[src/rtl/sap1_pkg.sv]
// Shared SAP-1 controller definitions: opcodes, T-state indices and control-word layout.
package sap1_pkg;

    localparam logic [3:0] OP_LDA = 4'h0;
    localparam logic [3:0] OP_ADD = 4'h1;
    localparam logic [3:0] OP_SUB = 4'h2;
    localparam logic [3:0] OP_OUT = 4'hE;
    localparam logic [3:0] OP_HLT = 4'hF;

    localparam int unsigned T1 = 0;
    localparam int unsigned T2 = 1;
    localparam int unsigned T3 = 2;
    localparam int unsigned T4 = 3;
    localparam int unsigned T5 = 4;
    localparam int unsigned T6 = 5;

    localparam int unsigned CON_W  = 12;
    localparam int unsigned CON_CP = 11;
    localparam int unsigned CON_EP = 10;
    localparam int unsigned CON_LM = 9;
    localparam int unsigned CON_CE = 8;
    localparam int unsigned CON_LI = 7;
    localparam int unsigned CON_EI = 6;
    localparam int unsigned CON_LA = 5;
    localparam int unsigned CON_EA = 4;
    localparam int unsigned CON_SU = 3;
    localparam int unsigned CON_EU = 2;
    localparam int unsigned CON_LB = 1;
    localparam int unsigned CON_LO = 0;

    typedef logic [CON_W-1:0] con_word_t;

    // Active-low strobes sit at 1 when idle.
    localparam con_word_t CON_IDLE = 12'b0011_1110_0011;

    localparam logic [5:0] RING_T1 = 6'b000001;

    function automatic logic is_onehot6(input logic [5:0] s);
        return (s != 6'd0) && ((s & (s - 6'd1)) == 6'd0);
    endfunction

endpackage

[src/rtl/sap1_ring_counter.sv]
// Six-bit one-hot T-state ring; steps on the falling clock edge, async clear to T1.
module sap1_ring_counter
    import sap1_pkg::*;
(
    input  logic       clk,
    input  logic       rst_n,
    input  logic       i_adv,
    input  logic       i_load_t1,
    output logic [5:0] o_state
);

    logic [5:0] r_state;
    logic [5:0] w_next;

    always_comb begin
        w_next = r_state;
        if (i_adv) begin
            // A corrupted (non one-hot) ring recovers to T1 on its next step.
            if (i_load_t1 || !is_onehot6(r_state)) begin
                w_next = RING_T1;
            end else begin
                w_next = {r_state[4:0], r_state[5]};
            end
        end
    end

    always_ff @(negedge clk or negedge rst_n) begin
        if (!rst_n) begin
            r_state <= RING_T1;
        end else begin
            r_state <= w_next;
        end
    end

    assign o_state = r_state;

endmodule

[src/rtl/sap1_ctrl_seq.sv]
// SAP-1 controller-sequencer: ring counter plus Moore decode of {T-state, opcode}.
module sap1_ctrl_seq
    import sap1_pkg::*;
#(
    parameter int unsigned EARLY_END = 0,
    parameter int unsigned OPW       = 4
) (
    input  logic           clk,
    input  logic           rst_n,
    input  logic           run,
    input  logic [OPW-1:0] opcode,
    output logic [5:0]     t_state,
    output logic           Cp,
    output logic           Ep,
    output logic           Lm_n,
    output logic           Ce_n,
    output logic           Li_n,
    output logic           Ei_n,
    output logic           La_n,
    output logic           Ea,
    output logic           Su,
    output logic           Eu,
    output logic           Lb_n,
    output logic           Lo_n,
    output logic           hlt
);

    logic      r_hlt;
    logic      w_hlt_d;
    logic      w_adv;
    logic      w_load_t1;
    logic      w_legal;
    logic      w_mem_op;
    logic      w_known_op;
    logic [5:0] w_t;
    con_word_t w_con;

    assign w_legal    = is_onehot6(w_t);
    assign w_mem_op   = (opcode == OP_LDA) || (opcode == OP_ADD) || (opcode == OP_SUB);
    assign w_known_op = w_mem_op || (opcode == OP_OUT) || (opcode == OP_HLT);
    assign w_adv      = run && !r_hlt;

    assign w_hlt_d = r_hlt || (w_adv && w_legal && w_t[T3] && (opcode == OP_HLT));

    // Short instructions return to fetch right after their last active T-state.
    assign w_load_t1 = (EARLY_END != 0) &&
                       ((w_t[T5] && (opcode == OP_LDA)) ||
                        (w_t[T4] && ((opcode == OP_OUT) || !w_known_op)));

    sap1_ring_counter u_ring (
        .clk       (clk),
        .rst_n     (rst_n),
        .i_adv     (w_adv),
        .i_load_t1 (w_load_t1),
        .o_state   (w_t)
    );

    always_ff @(negedge clk or negedge rst_n) begin
        if (!rst_n) begin
            r_hlt <= 1'b0;
        end else begin
            r_hlt <= w_hlt_d;
        end
    end

    always_comb begin
        w_con = CON_IDLE;
        // Reset gates the decode combinationally so no strobe survives rst_n falling.
        if (rst_n && !r_hlt && w_legal) begin
            unique case (1'b1)
                w_t[T1]: begin
                    w_con[CON_EP] = 1'b1;
                    w_con[CON_LM] = 1'b0;
                end
                w_t[T2]: w_con[CON_CP] = 1'b1;
                w_t[T3]: begin
                    w_con[CON_CE] = 1'b0;
                    w_con[CON_LI] = 1'b0;
                end
                w_t[T4]: begin
                    if (w_mem_op) begin
                        w_con[CON_EI] = 1'b0;
                        w_con[CON_LM] = 1'b0;
                    end else if (opcode == OP_OUT) begin
                        w_con[CON_EA] = 1'b1;
                        w_con[CON_LO] = 1'b0;
                    end
                end
                w_t[T5]: begin
                    if (opcode == OP_LDA) begin
                        w_con[CON_CE] = 1'b0;
                        w_con[CON_LA] = 1'b0;
                    end else if ((opcode == OP_ADD) || (opcode == OP_SUB)) begin
                        w_con[CON_CE] = 1'b0;
                        w_con[CON_LB] = 1'b0;
                    end
                end
                w_t[T6]: begin
                    if ((opcode == OP_ADD) || (opcode == OP_SUB)) begin
                        w_con[CON_EU] = 1'b1;
                        w_con[CON_LA] = 1'b0;
                        w_con[CON_SU] = (opcode == OP_SUB);
                    end
                end
                default: ;
            endcase
        end
    end

    assign t_state = w_t;
    assign hlt     = r_hlt;
    assign Cp      = w_con[CON_CP];
    assign Ep      = w_con[CON_EP];
    assign Lm_n    = w_con[CON_LM];
    assign Ce_n    = w_con[CON_CE];
    assign Li_n    = w_con[CON_LI];
    assign Ei_n    = w_con[CON_EI];
    assign La_n    = w_con[CON_LA];
    assign Ea      = w_con[CON_EA];
    assign Su      = w_con[CON_SU];
    assign Eu      = w_con[CON_EU];
    assign Lb_n    = w_con[CON_LB];
    assign Lo_n    = w_con[CON_LO];

endmodule

[config.mk]
export PLATFORM = sky130hd
export DESIGN_NAME = sap1_ctrl_seq
export DESIGN_NICKNAME = d
export VERILOG_FILES = /design/src/rtl/sap1_pkg.sv /design/src/rtl/sap1_ring_counter.sv /design/src/rtl/sap1_ctrl_seq.sv
export SDC_FILE = /design/constraint.sdc
export NUM_CORES = 1
export LEC_CHECK = 0
export CAP_MARGIN = 20
export CELL_PAD_IN_SITES_DETAIL_PLACEMENT = 1
export CELL_PAD_IN_SITES_GLOBAL_PLACEMENT = 2
export CORE_ASPECT_RATIO = 2
export CORE_UTILIZATION = 20
export CTS_CLUSTER_DIAMETER = 100
export DETAILED_ROUTE_END_ITERATION = 12
export GPL_TIMING_DRIVEN = 0
export PLACE_DENSITY_LB_ADDON = 0.1
export SYNTH_ARGS = -nofsm -noshare
export SYNTH_HDL_FRONTEND = slang
export SYNTH_SLANG_ARGS = --single-unit
[constraint.sdc]
create_clock -name clk -period 1.85 [get_ports clk]
set_input_delay 0.185 -clock clk [delete_from_list [all_inputs] [get_ports clk]]
set_output_delay 0.185 -clock clk [all_outputs]
set_load 0.01 [all_outputs]
### Track usage over the die

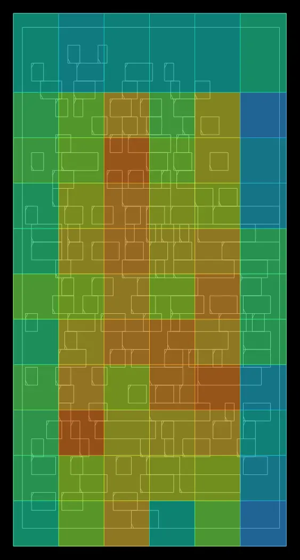
met3 GRT Util: 2.00%
Total GRT Usage: 17.0%
routed wire length per instance: 16.6 microns
final design utilization: 41.1%

### Metal 1

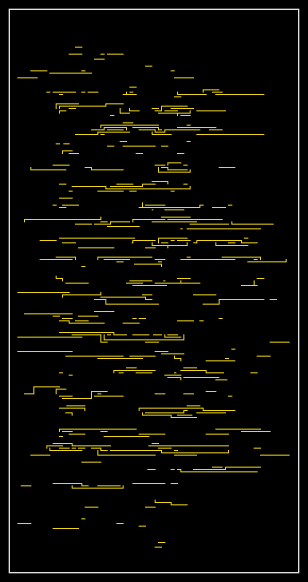
share of all routed wire	34%
nets with wire on the layer	123
main direction	horizontal
longest straight run	12.2 microns

### Placement by cell class

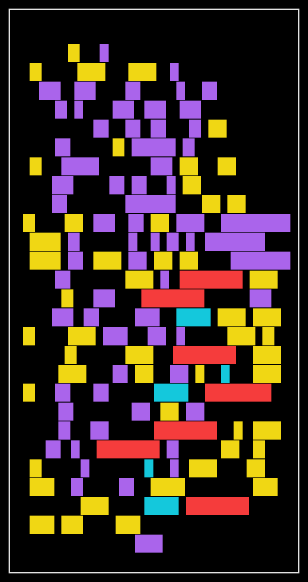
colour	class	cells	share of their area
red	flip-flops	7	15%
yellow	other buffers and delay cells	52	37%
cyan	clock drivers and dummy loads	5	4.1%
purple	all other logic	67	44%

### Supply network

The bar under the picture is 10 microns long. Pins as bars on the die edge.
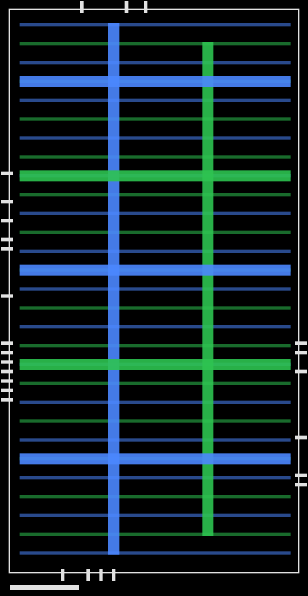
colour	net
green	VDD
blue	VSS
met5 straps	5
met1 rails	29
rows	28

### Wires at chosen ports, followed through buffers

The bar under the picture is 10 microns long.
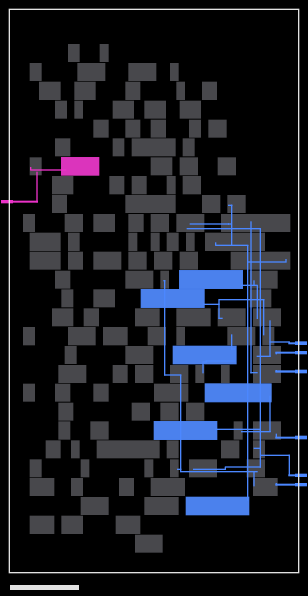
colour	port	bits	direction	edge	end cells	buffers	wire
magenta	La_n	1	output	west	1	1	13.1 microns
blue	t_state	6	output	east	6	9	260 microns

cell families (layout without fill, tap and decap cells):
kind of cell           count (synthesis)  after routing  share of synthesized area [%]
AND-OR/OR-AND                         20             20                           22.2
XOR/XNOR                               3              3                           4.21
buffers and inverters                  9             59                           7.01
flip-flops                             7              7                           28.3
multiplexers                           1              1                           1.80
AND/OR/NAND/NOR                       41             41                           36.5
worst min-delay path: stages, from the launching register on:
cell	delay [ns]
dfrtn_1	0.43
buf_6	0.12
a21o_1	0.08
Yosys cell counts, types with 4 or more instances:
cell	instances
nand2_1	9
o31ai_1	4
dfrtn_1	6
a21oi_1	4
nor2_1	7
nor4b_1	4
timing repair:
action,4_1_cts,5_1_grt
cloned,1,0
endpoints found under the setup margin,26,20
setup buffers,13,7
gates resized,95,10
pin swaps,9,6
==> qor.txt <==
status -> finished, violations left
failing checks -> negative setup slack
hold_buf cts -> 0
global-route wire length before repair -> 4320 microns
CLK BUF -> 3
Pint -> 0.894 mW
worst min-delay path class -> register to register
Die Area -> 3360 sq um
Data buffer area share -> 36.0%
Non-clk bufs -> 52
buffer and inverter count on the worst path -> 2
cell count listed in synth_stat.txt -> 81
count of final max-slew check failures -> 0
dpl ws -> -1.56 ns
final WL -> 2670 microns
final hold violation count -> 0
CTS buffer count -> 3
grt total ovfl -> 0
Clk pwr share -> 14.0%
cell type with the largest total area -> dfrtn_1
Initial Util -> 21.0%
Final Non-Filler Cells -> 161
P per Cell Area -> 1270 nW/um^2
clk slew on worst S/H paths -> 0.03 ns
placed insts -> 136
drt initial violations -> 4
Leakage -> 0.553 nW
Yosys Chip Area -> 624 sq um
clk pwr -> 0.218 mW
Most Used Layer, Global Route -> met2
ANT cells -> 0
critical path launch point -> u_ring.o_state[5]
vias in the first global route -> 891
Reg area -> 176 sq um
largest net degree at the start of global routing -> 11
CTS Buffer Depth -> 2
Clock Skew -> 0.0437 ns
met3 wire length -> 52 microns
antenna violations before repair -> 0
tap cell count -> 30
Clock-cell share -> 3.99%
design area -> 1220 sq um
Top Consumer -> combinational cells
Latency at later pin -> 0.29 ns
registers -> 7
Final Setup Violations -> 19
Global Route met2 Usage -> 36.6%
top cell category -> multi-input combinational cells
startpoint types -> register
Setup CP Type -> register to primary output
comb_multi_in -> 65
Worst-Margin Slew -> 0.584 ns
die height -> 81.0 microns
CP endpoint -> Ce_n
DR pass1 iterations -> 4
CP Max Fanout -> 6
worst hold stages -> 2
Post-synth ARST share -> 100%
Synth Warn # -> 0
H-tree levels -> 1
vias per inst -> 5.25
I/O pins -> 26
number of OpenROAD warnings -> 30
met2 routed WL -> 1670 microns
final worst slack -> -1.35 ns
Power and IR drop assume default switching activity.
